## config.mk

```make
export PLATFORM = sky130hd
export DESIGN_NAME = rvc_asap_cr_ctrl
export DESIGN_NICKNAME = d
export VERILOG_FILES = /design/src/rtl/rvc_asap_cr_ctrl_pkg.sv /design/src/rtl/rvc_asap_cr_debounce.sv /design/src/rtl/rvc_asap_cr_ctrl.sv
export SDC_FILE = /design/constraint.sdc
export NUM_CORES = 1
export LEC_CHECK = 0
export CAP_MARGIN = 10
export CORE_ASPECT_RATIO = 1.2
export CORE_MARGIN = 2
export CORE_UTILIZATION = 30
export CTS_CLUSTER_DIAMETER = 50
export DETAILED_ROUTE_END_ITERATION = 7
export SLEW_MARGIN = 40
export SYNTH_ARGS = -nofsm -noshare
export SYNTH_HDL_FRONTEND = slang
export SYNTH_SLANG_ARGS = --single-unit
```

## constraint.sdc

```tcl
create_clock -name Clock -period 10.4 [get_ports Clock]
set_input_delay 3.12 -clock Clock [delete_from_list [all_inputs] [get_ports Clock]]
set_output_delay 3.12 -clock Clock [all_outputs]
set_load 0.05 [all_outputs]
```

## src/rtl/rvc_asap_cr_ctrl_pkg.sv

```systemverilog
// rtl/rvc_asap_cr_ctrl_pkg.sv - CR window offsets and flop macro for the rvc_asap CR block
// Purpose: shared register-map constants for rvc_asap_cr_ctrl and its sub-module.
// Ports: none (package).
`ifndef RVC_MSFF
`define RVC_MSFF(q, d, clk, rst) always_ff @(posedge clk or posedge rst) if (rst) q <= '0; else q <= d;
`endif

package rvc_asap_pkg;
  localparam int CR_WIN_BITS = 8;

  localparam logic [7:0] CR_SEG7_BASE = 8'h00;
  localparam logic [7:0] CR_LED       = 8'h40;
  localparam logic [7:0] CR_CURSOR_H  = 8'h44;
  localparam logic [7:0] CR_CURSOR_V  = 8'h48;
  localparam logic [7:0] CR_BTN       = 8'h50;
  localparam logic [7:0] CR_SWITCH    = 8'h54;
  localparam logic [7:0] CR_BTN_EVT   = 8'h58;
  localparam logic [7:0] CR_IRQ_MASK  = 8'h5C;
  localparam logic [7:0] CR_TIMER     = 8'h60;
  localparam logic [7:0] CR_TIMER_CMP = 8'h64;
  localparam logic [7:0] CR_STATUS    = 8'h68;
endpackage

```

## src/rtl/rvc_asap_cr_debounce.sv

```systemverilog
// rtl/rvc_asap_cr_debounce.sv - 2-FF synchroniser plus counter debouncer for one button
// Purpose: accept a new button level only after CNT_MAX consecutive disagreeing cycles.
// Ports: Clock, Rst (async high) | RawIn raw async level | Stable debounced level |
//        RiseP one-cycle pulse coinciding with the edge where Stable goes 0->1.
`ifndef RVC_MSFF
`define RVC_MSFF(q, d, clk, rst) always_ff @(posedge clk or posedge rst) if (rst) q <= '0; else q <= d;
`endif

module rvc_asap_cr_debounce #(
  parameter int CNT_MAX = 50000
) (
  input  logic Clock,
  input  logic Rst,
  input  logic RawIn,
  output logic Stable,
  output logic RiseP
);
  localparam int CNT_W = (CNT_MAX > 2) ? $clog2(CNT_MAX) : 1;

  logic             r_sync1;
  logic             r_sync2;
  logic             r_stable;
  logic [CNT_W-1:0] r_cnt;

  logic             w_diff;
  logic             w_done;
  logic             w_stable_nxt;
  logic [CNT_W-1:0] w_cnt_nxt;

  // Counter restarts whenever the synced level agrees with the accepted one,
  // so any pulse shorter than CNT_MAX cycles never reaches the terminal count.
  assign w_diff       = (r_sync2 != r_stable);
  assign w_done       = w_diff && (r_cnt == CNT_W'(CNT_MAX - 1));
  assign w_cnt_nxt    = (!w_diff || w_done) ? '0 : r_cnt + CNT_W'(1);
  assign w_stable_nxt = w_done ? r_sync2 : r_stable;

  `RVC_MSFF(r_sync1, RawIn, Clock, Rst)
  `RVC_MSFF(r_sync2, r_sync1, Clock, Rst)
  `RVC_MSFF(r_stable, w_stable_nxt, Clock, Rst)
  `RVC_MSFF(r_cnt, w_cnt_nxt, Clock, Rst)

  assign Stable = r_stable;
  // Combinational so the event register sets on the same edge Stable rises.
  assign RiseP  = w_done & r_sync2;
endmodule

```

## src/rtl/rvc_asap_cr_ctrl.sv

```systemverilog
// rtl/rvc_asap_cr_ctrl.sv - memory-mapped control registers, timer and IRQ for the rvc_asap core
// Purpose: decodes core Q103H loads/stores into a 256B CR window and drives FPGA I/O.
// Ports: Clock, Rst (async high) | RegRdData2, AluOut, CtrlCRMemWrEn, SelCRMemWb (Q103H access) |
//        CRMemRdDataQ104H load data | Button, Switch raw inputs | SEG7, LED, IrqOut outputs.
module rvc_asap_cr_ctrl
  import rvc_asap_pkg::*;
#(
  parameter int          NUM_SEG7     = 6,
  parameter int          LED_W        = 10,
  parameter int          SW_W         = 10,
  parameter int          NUM_BTN      = 2,
  parameter int          DEBOUNCE_CYC = 50000,
  parameter logic [31:0] CR_BASE      = 32'h0000_C000
) (
  input  logic                  Clock,
  input  logic                  Rst,
  input  logic [31:0]           RegRdData2,
  input  logic [31:0]           AluOut,
  input  logic                  CtrlCRMemWrEn,
  input  logic                  SelCRMemWb,
  output logic [31:0]           CRMemRdDataQ104H,
  input  logic [NUM_BTN-1:0]    Button,
  input  logic [SW_W-1:0]       Switch,
  output logic [NUM_SEG7*8-1:0] SEG7,
  output logic [LED_W-1:0]      LED,
  output logic                  IrqOut
);
  logic [NUM_SEG7*8-1:0] r_seg7;
  logic [LED_W-1:0]      r_led;
  logic [31:0]           r_cur_h;
  logic [31:0]           r_cur_v;
  logic [SW_W-1:0]       r_sw_s1;
  logic [SW_W-1:0]       r_sw_s2;
  logic [NUM_BTN-1:0]    r_btn_evt;
  logic [NUM_BTN:0]      r_irq_mask;
  logic [31:0]           r_timer;
  logic [31:0]           r_timer_cmp;
  logic                  r_status;
  logic                  r_irq;
  logic [31:0]           r_rd_data;

  logic                  w_hit;
  logic [7:0]            w_off;
  logic                  w_wr;
  logic [NUM_BTN-1:0]    w_btn_stable;
  logic [NUM_BTN-1:0]    w_btn_rise;
  logic [NUM_SEG7*8-1:0] w_seg7_nxt;
  logic [LED_W-1:0]      w_led_nxt;
  logic [31:0]           w_cur_h_nxt;
  logic [31:0]           w_cur_v_nxt;
  logic [NUM_BTN-1:0]    w_btn_evt_nxt;
  logic [NUM_BTN:0]      w_irq_mask_nxt;
  logic [31:0]           w_timer_nxt;
  logic [31:0]           w_timer_rd;
  logic [31:0]           w_timer_cmp_nxt;
  logic                  w_status_nxt;
  logic [31:0]           w_rd;
  logic                  w_unused;

  assign w_hit    = (AluOut[31:CR_WIN_BITS] == CR_BASE[31:CR_WIN_BITS]);
  assign w_off    = {AluOut[7:2], 2'b00};
  assign w_wr     = CtrlCRMemWrEn & w_hit;
  assign w_unused = ^{AluOut[1:0], RegRdData2};

  genvar g;
  generate
    for (g = 0; g < NUM_BTN; g++) begin : g_btn
      rvc_asap_cr_debounce #(.CNT_MAX(DEBOUNCE_CYC)) u_deb (
        .Clock  (Clock),
        .Rst    (Rst),
        .RawIn  (Button[g]),
        .Stable (w_btn_stable[g]),
        .RiseP  (w_btn_rise[g])
      );
    end
  endgenerate

  // Next-state for every register; the read mux reuses these so a load in the
  // same cycle as a store (or a W1C/set) sees the post-update value.
  always_comb begin
    w_seg7_nxt      = r_seg7;
    w_led_nxt       = r_led;
    w_cur_h_nxt     = r_cur_h;
    w_cur_v_nxt     = r_cur_v;
    w_irq_mask_nxt  = r_irq_mask;
    w_timer_cmp_nxt = r_timer_cmp;
    w_timer_rd      = r_timer;
    w_timer_nxt     = r_timer + 32'd1;
    w_btn_evt_nxt   = r_btn_evt;
    w_status_nxt    = r_status;
    if (w_wr) begin
      for (int i = 0; i < NUM_SEG7; i++) begin
        if (w_off == CR_SEG7_BASE + 8'(4 * i)) w_seg7_nxt[8*i +: 8] = RegRdData2[7:0];
      end
      case (w_off)
        CR_LED:       w_led_nxt       = RegRdData2[LED_W-1:0];
        CR_CURSOR_H:  w_cur_h_nxt     = RegRdData2;
        CR_CURSOR_V:  w_cur_v_nxt     = RegRdData2;
        CR_IRQ_MASK:  w_irq_mask_nxt  = RegRdData2[NUM_BTN:0];
        CR_TIMER_CMP: w_timer_cmp_nxt = RegRdData2;
        CR_TIMER: begin
          w_timer_nxt = RegRdData2;
          w_timer_rd  = RegRdData2;
        end
        CR_BTN_EVT:   w_btn_evt_nxt   = r_btn_evt & ~RegRdData2[NUM_BTN-1:0];
        CR_STATUS:    w_status_nxt    = r_status & ~RegRdData2[0];
        default:      ;
      endcase
    end
    // Sets applied after clears so a same-cycle event always survives.
    w_btn_evt_nxt = w_btn_evt_nxt | w_btn_rise;
    if (r_timer == r_timer_cmp) w_status_nxt = 1'b1;
  end

  always_comb begin
    w_rd = '0;
    if (SelCRMemWb && w_hit) begin
      case (w_off)
        CR_LED:       w_rd = 32'(w_led_nxt);
        CR_CURSOR_H:  w_rd = w_cur_h_nxt;
        CR_CURSOR_V:  w_rd = w_cur_v_nxt;
        CR_BTN:       w_rd = 32'(w_btn_stable);
        CR_SWITCH:    w_rd = 32'(r_sw_s2);
        CR_BTN_EVT:   w_rd = 32'(w_btn_evt_nxt);
        CR_IRQ_MASK:  w_rd = 32'(w_irq_mask_nxt);
        CR_TIMER:     w_rd = w_timer_rd;
        CR_TIMER_CMP: w_rd = w_timer_cmp_nxt;
        CR_STATUS:    w_rd = {31'd0, w_status_nxt};
        default: begin
          for (int i = 0; i < NUM_SEG7; i++) begin
            if (w_off == CR_SEG7_BASE + 8'(4 * i)) w_rd = {24'd0, w_seg7_nxt[8*i +: 8]};
          end
        end
      endcase
    end
  end

  always_ff @(posedge Clock or posedge Rst) begin
    if (Rst) begin
      r_seg7      <= '0;
      r_led       <= '0;
      r_cur_h     <= '0;
      r_cur_v     <= '0;
      r_sw_s1     <= '0;
      r_sw_s2     <= '0;
      r_btn_evt   <= '0;
      r_irq_mask  <= '0;
      r_timer     <= '0;
      r_timer_cmp <= '0;
      r_status    <= 1'b0;
      r_irq       <= 1'b0;
      r_rd_data   <= '0;
    end else begin
      r_seg7      <= w_seg7_nxt;
      r_led       <= w_led_nxt;
      r_cur_h     <= w_cur_h_nxt;
      r_cur_v     <= w_cur_v_nxt;
      r_sw_s1     <= Switch;
      r_sw_s2     <= r_sw_s1;
      r_btn_evt   <= w_btn_evt_nxt;
      r_irq_mask  <= w_irq_mask_nxt;
      r_timer     <= w_timer_nxt;
      r_timer_cmp <= w_timer_cmp_nxt;
      r_status    <= w_status_nxt;
      r_irq       <= |({r_status, r_btn_evt} & r_irq_mask);
      r_rd_data   <= w_rd;
    end
  end

  assign CRMemRdDataQ104H = r_rd_data;
  assign SEG7             = r_seg7;
  assign LED              = r_led;
  assign IrqOut           = r_irq;
endmodule

```

==> run_1/pdn.png <==
(2 px per um) Pins as bars on the die edge. Tap cells in grey.
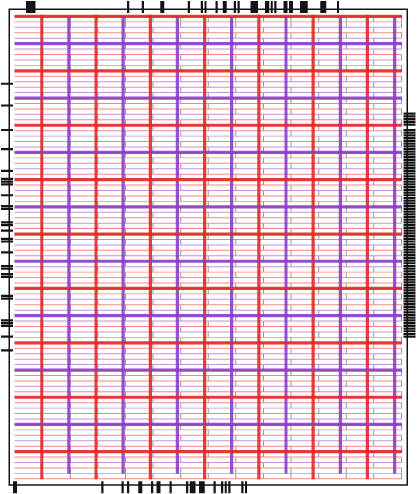
Key: red = VSS; purple = VDD
86 met1 rails follow the rows. 14 straps on met4. The core has 85 rows. 171 signal pins sit on the boundary.
Die Ht: 237 um
total core area: 44,800 um^2
width of the die: 198 um
maximum VDD drop: 0.104 mV

==> run_1/cell_classes.png <==
(2 px per um) Fill, decap, tap and diode cells in grey.
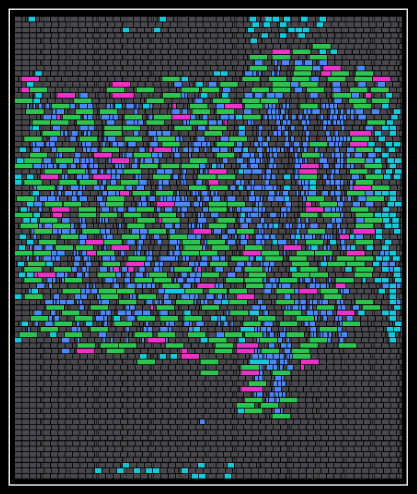
Key: blue = all other logic [cells 888, share of their area 38%]; magenta = clock drivers and dummy loads [cells 67, share of their area 8.1%]; cyan = other buffers and delay cells [cells 184, share of their area 11%]; green = flip-flops [cells 283, share of their area 43%]
post-route cell area: 17,200 um^2
FP Rows: 85
final core occ: 38.4%
Seq area share: 41.2%

==> run_1/clock_map.png <==
(1.5 px per um)
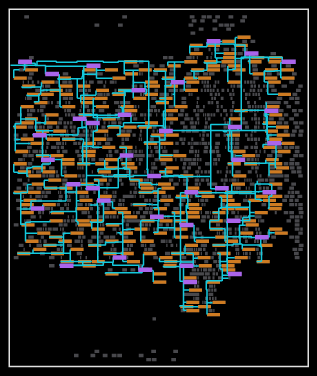
Key: purple = cells driving clock nets [count 37]; cyan = clock wires [length 3,880 um]; orange = flip-flops [count 283]
There are 38 routed clock nets.
Clk pwr share: 52.7%
Fin Clk Skew: 0.0221 ns
Clock Latency Late Sink: 0.53 ns

==> run_1/metal_stack.png <==
(2 px per um)
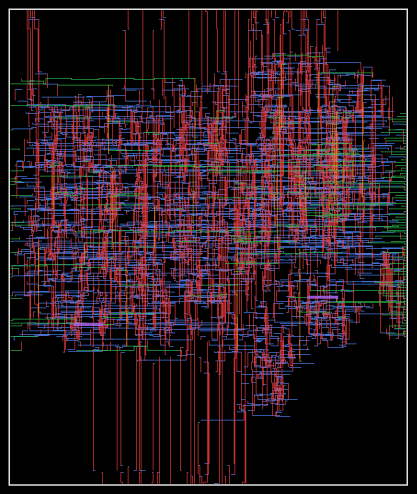
Key: orange = met4 [wire length 842 um]; green = met3 [wire length 2,670 um]; red = met2 [wire length 20.6 mm]; purple = met5 [wire length 26.7 um]; blue = met1 [wire length 17,200 um]
Total GRT Usage: 17.4%
Routed WL: 41,300 um

==> ci_impl_report.md, run 1 <==
### Yosys + OpenROAD results

| Metric | Value |
|---|---|
| Max H-tree Level | 2 |
| Cycle use final | between 50% and 60% |
| Post-Syn Instances | about 1,300 |
| Worst Tran Pin Value | 0.774 ns |
| Int Pwr | approximately 2 mW |
| Static Leak | a little over 7 nW |
| M1 WL | about 17,000 um |
| Yosys xor share | around 5.7% |
| Clock-cell share of area | a little under 8% |
| 1st-iter DRT viols | 713 |
| Logic inverters | 9 |
| CP startpoint | AluOut[28] |
| Startpoint of the worst hold path | r_sw_s1[8] |
| Post-CTS setup buffer count | 0 |
| Synthesized cell area | 13,600 um^2 |
| Clk buf depth | 3 |
| Switching Share | roughly 22% |
| Yosys chip area | 13,600 um^2 |
| GRT busiest layer | met2 |
| Post-Syn Area per Cell | ~11 um^2 |
| Outcome | complete, no violations |
| Final hold violation count | 0 |
| Reg2reg setup slack | 7.98 ns |
| Area of placed instances | 15,800 um^2 |
| Flop count | roughly 280 |
| Simple-Gate Fraction of Synth Area | about an eighth |
| Final setup viols | 0 |
| First-pass GRT wire length | about 63,000 um |
| Setup TNS | 0 ns |
| CP arrival | between 6 and 7 ns |
| Top Layout Cells | dfrtp_1 (283), clkdlybuf4s50_1 (167), mux2_2 (148) |
| CP required | around 11 ns |
==> run 2, diff against run 1 <==
==> constraint.sdc (replaced) <==
create_clock -name Clock -period 5.2 [get_ports Clock]
set_input_delay 1.56 -clock Clock [delete_from_list [all_inputs] [get_ports Clock]]
set_output_delay 1.56 -clock Clock [all_outputs]
set_load 0.05 [all_outputs]
==> run_2/pdn.png <==
(2 px per um) Pins as bars on the die edge. Tap cells in grey.
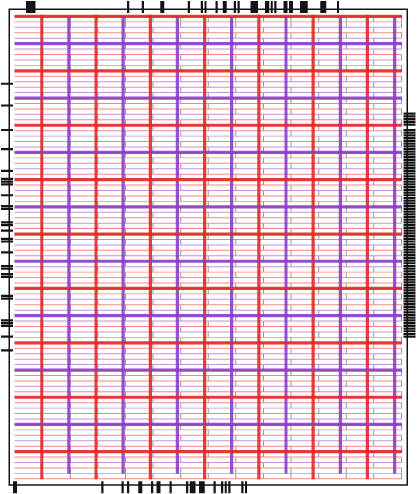
Key: purple = VDD; red = VSS
17 straps on met5. 14 straps on met4. The core has 85 rows. 171 signal pins sit on the boundary. 609 tap cells.
maximum VDD drop: 0.228 mV

==> run 2 against run 1 <==
- first-iteration DRC count increased by 4.9%
- synthesized area unchanged
- final area increased by 0.48%
- clock power increased by 89%
- final cell count increased by 1.1%
- sequential power increased by 100%
- via count unchanged
- global-route usage about the same
- routed wire length decreased by 0.31%
- clock skew decreased by 0.014 ns
- utilization increased by 0.18 points
- critical endpoint is now LED[5]
==> ci_impl_report.md, run 2 <==
### Yosys + OpenROAD results

| Metric | Value |
|---|---|
| First-pass GRT wire length | 63,800 um (+0.46%) |
| Yosys xor share | 5.74% (unchanged) |
| Routed WL | 41,100 um (-0.31%) |
| Startpoint of the worst hold path | r_sw_s1[2] |
| CP startpoint | AluOut[20] |
| Total core area | 44,800 um^2 (unchanged) |
| Yosys chip area | 13,600 um^2 (unchanged) |
| Final core occ | 38.6% (+0.18 points) |
| Clk buf depth | 3 (unchanged) |
| Switching Share | 22.4% (+0.73 points) |
| Cycle use final | 79.9% |
| CP arrival | 4.56 ns (-1.84 ns) |
| Top Layout Cells | dfrtp_1 (283), clkdlybuf4s50_1 (168), mux2_2 (148) |
| Final hold violation count | 0 (unchanged) |
| Area of placed instances | 16,000 um^2 (+1.1%) |
| Synthesized cell area | 13,600 um^2 (unchanged) |
| Width of the die | 198 um (unchanged) |
| Simple-Gate Fraction of Synth Area | 12.3% (unchanged) |
| Post-CTS setup buffer count | 0 (unchanged) |
| Outcome | complete, no violations |
==> run_2/clock_map.png <==
(1.5 px per um)
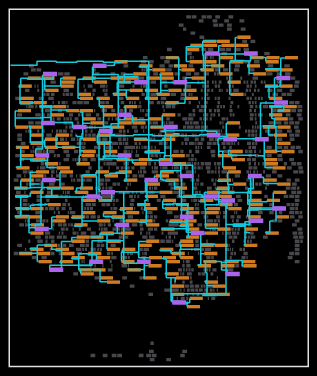
Key: orange = flip-flops [count 283]; purple = cells driving clock nets [count 38]; cyan = clock wires [length 3,860 um]
There are 39 routed clock nets.
Clk pwr share: 51.2%
Clock Power: 2.55 mW
Fin Clk Skew: 0.00851 ns

==> run 3, diff against run 2 <==
==> constraint.sdc (replaced) <==
create_clock -name Clock -period 3.97 [get_ports Clock]
set_input_delay 1.191 -clock Clock [delete_from_list [all_inputs] [get_ports Clock]]
set_output_delay 1.191 -clock Clock [all_outputs]
set_load 0.05 [all_outputs]
==> run_3/final_congestion.png <==
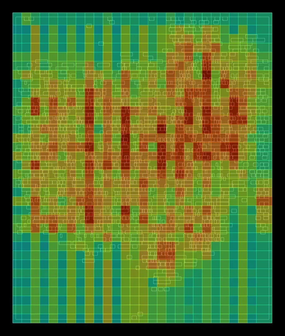
DR WL/cell: 20.4 um
GRT busiest layer: met2
met2 Use GR: 31.9%
Total GRT Usage: 18.1%

==> run 3 against run 2 <==
- worst setup slack worse by 0.40 ns
- highest routed layer is now met4
- critical endpoint is now CRMemRdDataQ104H[0]
- die area stayed put
- largest power group unchanged
- non-clock buffer count is 26 higher
==> ci_impl_report.md, run 3 <==
### Yosys + OpenROAD results

| Metric | Value |
|---|---|
| Outcome | complete, no violations |
| Cycle use final | 83.7% |
| Synthesized cell area | 13,600 um^2 (unchanged) |
| Clk buf depth | 3 (unchanged) |
| Yosys xor share | 5.74% (unchanged) |
| First-pass GRT wire length | 65,900 um (+3.4%) |
| Area of placed instances | 16,300 um^2 (+1.7%) |
| Worst-case reg-to-reg path depth | 7 |
| Post-CTS setup buffer count | 0 (unchanged) |
| Final hold violation count | 0 (unchanged) |
| Top cells, area | dfrtp_1 (52%), mux2_2 (12%), o21ai_0 (3.6%) |
| Width of the die | 198 um (unchanged) |
| Maximum VDD drop | 0.304 mV (+34%) |
| Startpoint of the worst hold path | r_sw_s1[6] |
| Routed WL | 42,300 um (+2.9%) |
| Total core area | 44,800 um^2 (unchanged) |
| CP startpoint | AluOut[22] |
| CP arrival | 3.74 ns (-0.82 ns) |
| Top Layout Cells | dfrtp_1 (283), clkdlybuf4s50_1 (168), mux2_2 (148) |
| Simple-Gate Fraction of Synth Area | 12.3% (unchanged) |
==> run_3/clock_map.png <==
(1.5 px per um)
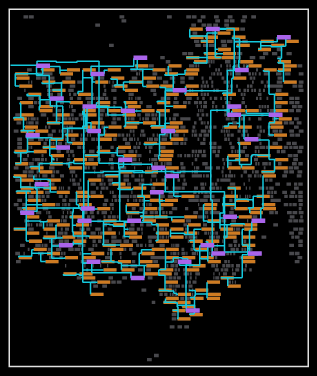
Key: cyan = clock wires [length 3,880 um]; purple = cells driving clock nets [count 37]; orange = flip-flops [count 283]
There are 38 routed clock nets.
Clk pwr share: 50.1%
Fin Clk Skew: 0.0176 ns
Clock Power: 3.21 mW

Power is estimated from default activity; no workload was simulated.
